<file path="src/rtl/multicycle_controller_pkg.sv">
// rtl/multicycle_controller_pkg.sv - shared encodings for the multicycle controller, ALU and datapath
// Holds FSM states, ALUOp/AluControl codes, opcodes and mux-select values.
package multicycle_controller_pkg;

   typedef enum logic [3:0] {
      S_FETCH,
      S_DECODE,
      S_MEMADR,
      S_MEMREAD,
      S_MEMWB,
      S_MEMWRITE,
      S_EXECUTER,
      S_EXECUTEI,
      S_ALUWB,
      S_BEQ,
      S_JAL
   } state_t;

   typedef enum logic [1:0] {
      ALUOP_ADD   = 2'b00,
      ALUOP_SUB   = 2'b01,
      ALUOP_FUNCT = 2'b10
   } alu_op_t;

   localparam logic [2:0] ALU_ADD = 3'b000;
   localparam logic [2:0] ALU_SUB = 3'b001;
   localparam logic [2:0] ALU_AND = 3'b010;
   localparam logic [2:0] ALU_OR  = 3'b011;
   localparam logic [2:0] ALU_SLT = 3'b101;

   localparam logic [6:0] OP_LW    = 7'b0000011;
   localparam logic [6:0] OP_SW    = 7'b0100011;
   localparam logic [6:0] OP_RTYPE = 7'b0110011;
   localparam logic [6:0] OP_ITYPE = 7'b0010011;
   localparam logic [6:0] OP_BEQ   = 7'b1100011;
   localparam logic [6:0] OP_JAL   = 7'b1101111;

   localparam logic       ADR_PC     = 1'b0;
   localparam logic       ADR_ALUOUT = 1'b1;

   localparam logic [1:0] SRCA_PC    = 2'b00;
   localparam logic [1:0] SRCA_OLDPC = 2'b01;
   localparam logic [1:0] SRCA_RD1   = 2'b10;

   localparam logic [1:0] SRCB_RD2   = 2'b00;
   localparam logic [1:0] SRCB_IMM   = 2'b01;
   localparam logic [1:0] SRCB_FOUR  = 2'b10;

   localparam logic [1:0] RES_ALUOUT    = 2'b00;
   localparam logic [1:0] RES_DATA      = 2'b01;
   localparam logic [1:0] RES_ALURESULT = 2'b10;

   localparam logic [1:0] IMM_I = 2'b00;
   localparam logic [1:0] IMM_S = 2'b01;
   localparam logic [1:0] IMM_B = 2'b10;
   localparam logic [1:0] IMM_J = 2'b11;

   // Immediate format depends only on the opcode, independent of FSM state.
   function automatic logic [1:0] imm_src_for(input logic [6:0] op);
      logic [1:0] imm;
      case (op)
         OP_SW:   imm = IMM_S;
         OP_BEQ:  imm = IMM_B;
         OP_JAL:  imm = IMM_J;
         default: imm = IMM_I;
      endcase
      return imm;
   endfunction

endpackage

</file>
<file path="src/rtl/alu_decoder.sv">
// rtl/alu_decoder.sv - combinational ALUOp/funct to AluControl mapping
module alu_decoder
   import multicycle_controller_pkg::*;
(
   input  alu_op_t    alu_op_i,
   input  logic [2:0] funct3_i,
   input  logic       op_b5_i,
   input  logic       funct7b5_i,
   output logic [2:0] alu_control_o
);

   always_comb begin
      alu_control_o = ALU_ADD;
      case (alu_op_i)
         ALUOP_ADD: alu_control_o = ALU_ADD;
         ALUOP_SUB: alu_control_o = ALU_SUB;
         ALUOP_FUNCT: begin
            case (funct3_i)
               // funct7b5 only means SUB for register-register ops; addi may carry it in its immediate
               3'b000:  alu_control_o = (op_b5_i & funct7b5_i) ? ALU_SUB : ALU_ADD;
               3'b010:  alu_control_o = ALU_SLT;
               3'b110:  alu_control_o = ALU_OR;
               3'b111:  alu_control_o = ALU_AND;
               default: alu_control_o = ALU_ADD;
            endcase
         end
         default: alu_control_o = ALU_ADD;
      endcase
   end

endmodule

</file>
<file path="src/rtl/multicycle_controller.sv">
// rtl/multicycle_controller.sv - Moore FSM control unit for a multicycle RISC-V datapath
module multicycle_controller
   import multicycle_controller_pkg::*;
(
   input  logic       clk,
   input  logic       rst_n,
   input  logic [6:0] op,
   input  logic [2:0] funct3,
   input  logic       funct7b5,
   input  logic       Zero,
   output logic       PCWrite,
   output logic       IRWrite,
   output logic       MemWrite,
   output logic       RegWrite,
   output logic       AdrSrc,
   output logic [1:0] ALUSrcA,
   output logic [1:0] ALUSrcB,
   output logic [1:0] ResultSrc,
   output logic [1:0] ImmSrc,
   output logic [2:0] AluControl
);

   state_t  state_q, state_d;
   alu_op_t alu_op;
   logic    pc_update;
   logic    branch;
   logic    ir_write;
   logic    mem_write;
   logic    reg_write;

   always_ff @(posedge clk or negedge rst_n) begin
      if (!rst_n) state_q <= S_FETCH;
      else        state_q <= state_d;
   end

   always_comb begin
      state_d = state_q;
      case (state_q)
         S_FETCH: state_d = S_DECODE;
         S_DECODE: begin
            case (op)
               OP_LW, OP_SW: state_d = S_MEMADR;
               OP_RTYPE:     state_d = S_EXECUTER;
               OP_ITYPE:     state_d = S_EXECUTEI;
               OP_BEQ:       state_d = S_BEQ;
               OP_JAL:       state_d = S_JAL;
               default:      state_d = S_FETCH;
            endcase
         end
         S_MEMADR: begin
            if (op == OP_LW)      state_d = S_MEMREAD;
            else if (op == OP_SW) state_d = S_MEMWRITE;
            else                  state_d = S_FETCH;
         end
         S_MEMREAD:                        state_d = S_MEMWB;
         S_EXECUTER, S_EXECUTEI, S_JAL:    state_d = S_ALUWB;
         S_MEMWB, S_MEMWRITE, S_ALUWB,
         S_BEQ:                            state_d = S_FETCH;
         default:                          state_d = S_FETCH;
      endcase
   end

   always_comb begin
      pc_update = 1'b0;
      branch    = 1'b0;
      ir_write  = 1'b0;
      mem_write = 1'b0;
      reg_write = 1'b0;
      AdrSrc    = ADR_PC;
      ALUSrcA   = SRCA_PC;
      ALUSrcB   = SRCB_RD2;
      ResultSrc = RES_ALUOUT;
      alu_op    = ALUOP_ADD;
      case (state_q)
         S_FETCH: begin
            ir_write  = 1'b1;
            pc_update = 1'b1;
            AdrSrc    = ADR_PC;
            ALUSrcA   = SRCA_PC;
            ALUSrcB   = SRCB_FOUR;
            ResultSrc = RES_ALURESULT;
         end
         S_DECODE: begin
            ALUSrcA = SRCA_OLDPC;
            ALUSrcB = SRCB_IMM;
         end
         S_MEMADR: begin
            ALUSrcA = SRCA_RD1;
            ALUSrcB = SRCB_IMM;
         end
         S_MEMREAD: AdrSrc = ADR_ALUOUT;
         S_MEMWB: begin
            ResultSrc = RES_DATA;
            reg_write = 1'b1;
         end
         S_MEMWRITE: begin
            AdrSrc    = ADR_ALUOUT;
            mem_write = 1'b1;
         end
         S_EXECUTER: begin
            ALUSrcA = SRCA_RD1;
            ALUSrcB = SRCB_RD2;
            alu_op  = ALUOP_FUNCT;
         end
         S_EXECUTEI: begin
            ALUSrcA = SRCA_RD1;
            ALUSrcB = SRCB_IMM;
            alu_op  = ALUOP_FUNCT;
         end
         S_ALUWB: reg_write = 1'b1;
         S_BEQ: begin
            ALUSrcA = SRCA_RD1;
            ALUSrcB = SRCB_RD2;
            alu_op  = ALUOP_SUB;
            branch  = 1'b1;
         end
         S_JAL: begin
            ALUSrcA   = SRCA_OLDPC;
            ALUSrcB   = SRCB_FOUR;
            pc_update = 1'b1;
         end
         default: ;
      endcase
   end

   // Reset gates the enables directly so they drop without waiting for a clock edge.
   assign PCWrite  = rst_n & (pc_update | (branch & Zero));
   assign IRWrite  = rst_n & ir_write;
   assign MemWrite = rst_n & mem_write;
   assign RegWrite = rst_n & reg_write;
   assign ImmSrc   = imm_src_for(op);

   alu_decoder u_alu_decoder (
      .alu_op_i      (alu_op),
      .funct3_i      (funct3),
      .op_b5_i       (op[5]),
      .funct7b5_i    (funct7b5),
      .alu_control_o (AluControl)
   );

endmodule

</file>
<file path="config.mk">
export PLATFORM = sky130hd
export DESIGN_NAME = multicycle_controller
export DESIGN_NICKNAME = d
export VERILOG_FILES = /design/src/rtl/multicycle_controller_pkg.sv /design/src/rtl/alu_decoder.sv /design/src/rtl/multicycle_controller.sv
export SDC_FILE = /design/constraint.sdc
export NUM_CORES = 1
export LEC_CHECK = 0
export ABC_CLOCK_PERIOD_IN_PS = 2600
export CAP_MARGIN = 40
export CORE_ASPECT_RATIO = 1.1
export CORE_MARGIN = 2
export CORE_UTILIZATION = 39
export DETAILED_ROUTE_END_ITERATION = 12
export PLACE_DENSITY = 0.79
export SKIP_LAST_GASP = 1
export SLEW_MARGIN = 20
export SYNTH_ARGS = -nofsm -noshare
export SYNTH_HDL_FRONTEND = slang
export SYNTH_SLANG_ARGS = --single-unit
export TNS_END_PERCENT = 100
</file>
<file path="constraint.sdc">
create_clock -name clk -period 2.6 [get_ports clk]
set_clock_uncertainty 0.2 [all_clocks]
set_input_delay 0.78 -clock clk [delete_from_list [all_inputs] [get_ports clk]]
set_output_delay 0.78 -clock clk [all_outputs]
set_load 0.05 [all_outputs]
</file>
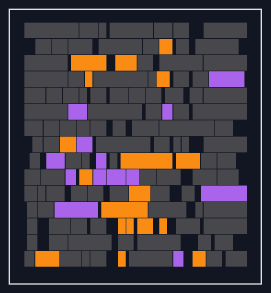
(gate-type map)
Drawn at 6 px/micron.
legend:
  purple:
    family: aoi and oai cells
    cells: 13
  orange:
    family: nor cells
    cells: 18

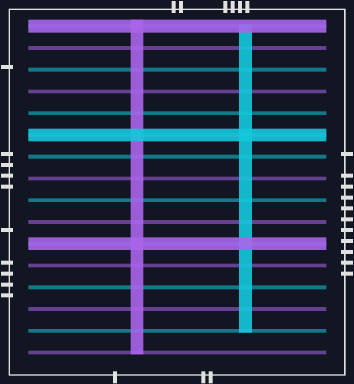
(floorplan with the power grid)
Drawn at 8 px/micron. Pins as bars on the die edge.
legend:
  purple:
    net: VSS
  cyan:
    net: VDD
met4 straps: 2
met1 rails: 16

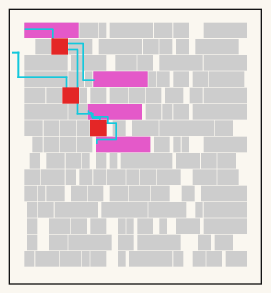
(clock network drawn from the DEF)
Drawn at 6 px/micron.
legend:
  red:
    item: clock-net drivers
    count: 3
  magenta:
    item: flip-flops
    count: 4
  cyan:
    item: clock wires
    length: 71.0 microns
routed clock nets: 4
P_clk: 77.3 uW
clk_lat worst skew: 0.23 ns

==> summary.txt <==
impl run done, here's what came out: dominant cell type by area after synthesis=dfrtp_1, XOR Share, Synth=4.294%, # port buffers=29, Placed Cells=135, DRC Markers=0, drt via density=5.745, Cell area leaders=dfrtp_1, and2_1, nor2_1, Floorplan Nets=95, failing checks=setup timing, CTS tree=built, fmax=0.3756 GHz, Final min period=2.663 ns, Yosys Instances=79, DIE HEIGHT=45.54 microns, slowest stage delay, CP=0.31 ns, DR iter-0 viols=23, CTS Buf Count=3, CP Data Required Time=1.62 ns, worst setup path category=primary input to output port, arrival time worst endpoint=1.68 ns, Init Core Util=40.25%, yosys stat chip area=611.8 sq um, Logic family by area=simple AND/OR/NAND/NOR gates, Synth top area share=16.36%, Top Ports=30, largest net degree at the start of global routing=14, Antenna Diode Count=0, Synth Flop Type=dfrtp_1, synthesized area=611.8 sq um, Yosys reg bits=4, Die ar.=1902 sq um, count of tool warnings=30, power per cell area=592.4 nW/um^2, Rows=15, Async S/R FF share, synth=100.0%, antenna violations before repair=0, Yosys cell types=37, Simple Share, Synth=44.17%, share of layout cells above drive strength 1=57.58%, wire length per cell=15.90 microns, EDFF count, synth=0, Max Slew Vio Count=0, yosys adder share=4.090%, Syn-to-layout area delta=124.1%, critical path's top delay family=AND-OR/OR-AND gates, nets=150, Final period util=102.4%, # hold bufs at CTS=0, Tightest Pin Transition=0.3228 ns, hold slack=0.5154 ns, fin worst setup slack=-0.06275 ns, GRT overflow=0, CP endpoint kind=output port, AO/OA Area Share=20.45%, Placer Congestion=0.8787, CP Buf/Inv Count=2, Non-Filler Instances=149, Sum Neg Setup Slack=-0.08357 ns, status=finished with violations, Syn Inst Count=79, max reg flops=4, Reg clk slew, reported paths=0.04 ns, Post-synth seq share=16.36%, vias in the first global route=858, first-pass GRT wire length=3588 microns, biggest regs=state_q: 4 flops, DP Wirelength=1580 microns, Horiz. Die Dim=41.77 microns, Clock Root Buffer=clkbuf_4, P_leak=0.6020 nW, syn_area_per_cell=7.745 sq um, dpl cell area=1199 sq um, CTS max path bufs=2, count of final setup violators=2, overall routing resource usage=24.94%, max-cap viol count=0, drt first pass iters=4, Reg with most FFs=state_q, drt total wl=2369 microns, Max H-tree Level=1, Via Count=856, Final Hold Viols=0, synth warn=0, mux cell area share after synthesis=0%, CTS sink cnt=4, Slowest-stage cell, CP=a211oi_4, CORE AREA=1520 sq um, antenna viol nets, final=0, VDD IR max=0.5698 mV, RSZ-0062 raised after global routing=true, startpoint type of the worst setup path=primary input, Final Cell Area=1371 sq um, critical path, cell by cell=buf_2 > nor2_4 > nand3b_1 > a211oi_4 > buf_12, slew margin rel.=78.39%, crit path max fanout=3, Min-Delay Path Class=primary input to async pin, Final Total Pwr=812.4 uW
==> layout make-up <==
class	count	area, sq um
fill	70	148.9
tap	17	21.27
sequential	4	100.1
inverter	6	22.52
clock buffer	3	22.52
timing repair buffer	55	623.1
multi-input combinational	64	581.8
==> routing by layer <==
metal | up-vias | share of wire, % | track usage (%)
met4 | 0 | 2.3 | 9.032
met2 | 47 | 57 | 54.37
met5 | - | 0 | 0
met3 | 8 | 5.4 | 4.762
met1 | 410 | 35 | 22.54
li1 | 391 | - | -
==> synthesized netlist by cell type, types with 2 or more instances <==
cell type / n
nand2_1: 4
a31oi_1: 3
ha_1: 2
and3_1: 2
nand4_1: 2
and2_1: 6
nor3_1: 2
o21a_1: 2
xnor2_1: 2
buf_4: 2
inv_1: 6
nand3b_1: 2
nor2_1: 10
a21oi_1: 5
dfrtp_1: 4
nand3_1: 2
buf_6: 2
nor3b_1: 2
==> logic make-up after synthesis <==
family | Yosys count
buffers and inverters | 11
and+or+nand+nor | 41
AOI/OAI and AO/OA | 18
adders and majority gates | 2
DFF | 4
xor gates and xnor gates | 3
==> repair_timing <==
item / 4_1_cts / 5_1_grt
setup endpoints to repair: 9 / 7
endpoints found under the hold margin: 0 / 0
gates cloned: 0 / 0
pin swaps: 17 / 12
setup buffers: 7 / 4
resized: 45 / 10
==> per-stage QoR <==
stage	worst slack, ns	utilization [%]
3_5_place_dp	-0.4666	78.85
6_report	-0.06275	90.21
4_1_cts	-0.1426	88.07
3_3_place_gp	-0.4195	78.85
5_1_grt	-0.09691	90.21
2_1_floorplan	-0.2566	-
==> cell usage in the layout (no fill, tap or decap), drive strengths merged, types with 2 or more instances in the layout <==
cell type,n
nor2,10
ha,2
nand4,2
and2,6
clkbuf,6
a21oi,5
nor3,2
and3,2
clkdlybuf4s15,3
or2b,2
inv,6
a31oi,3
o21a,2
nor3b,2
nand2,4
xnor2,2
dfrtp,4
buf,45
nand3,2
dlygate4sd2,4
nand3b,2
==> final timing paths <==
| check | start | end | slack [ns] | cells past startpoint |
|---|---|---|---|---|
| min | rst_n | state_q[1]$_DFF_PN0_ | 0.52 | 2 |
| max | op[3] | ImmSrc[0] | -0.06 | 5 |
| min reg2reg | state_q[1]$_DFF_PN0_ | state_q[3]$_DFF_PN0_ | 0.54 | 2 |
| max in group asynchronous | rst_n | state_q[3]$_DFF_PN0_ | 1.58 | 2 |
| min in group clk | state_q[1]$_DFF_PN0_ | state_q[3]$_DFF_PN0_ | 0.54 | 2 |
| max reg2reg | state_q[2]$_DFF_PN0_ | state_q[1]$_DFF_PN0_ | 0.99 | 5 |
==> power by group <==
group	switching [mW]	internal, mW	total [mW]
Sequential	0.00412	0.0718	0.0759
Clock	0.0256	0.0517	0.0773
Combinational	0.354	0.306	0.659
Power is estimated from default activity; no workload was simulated.
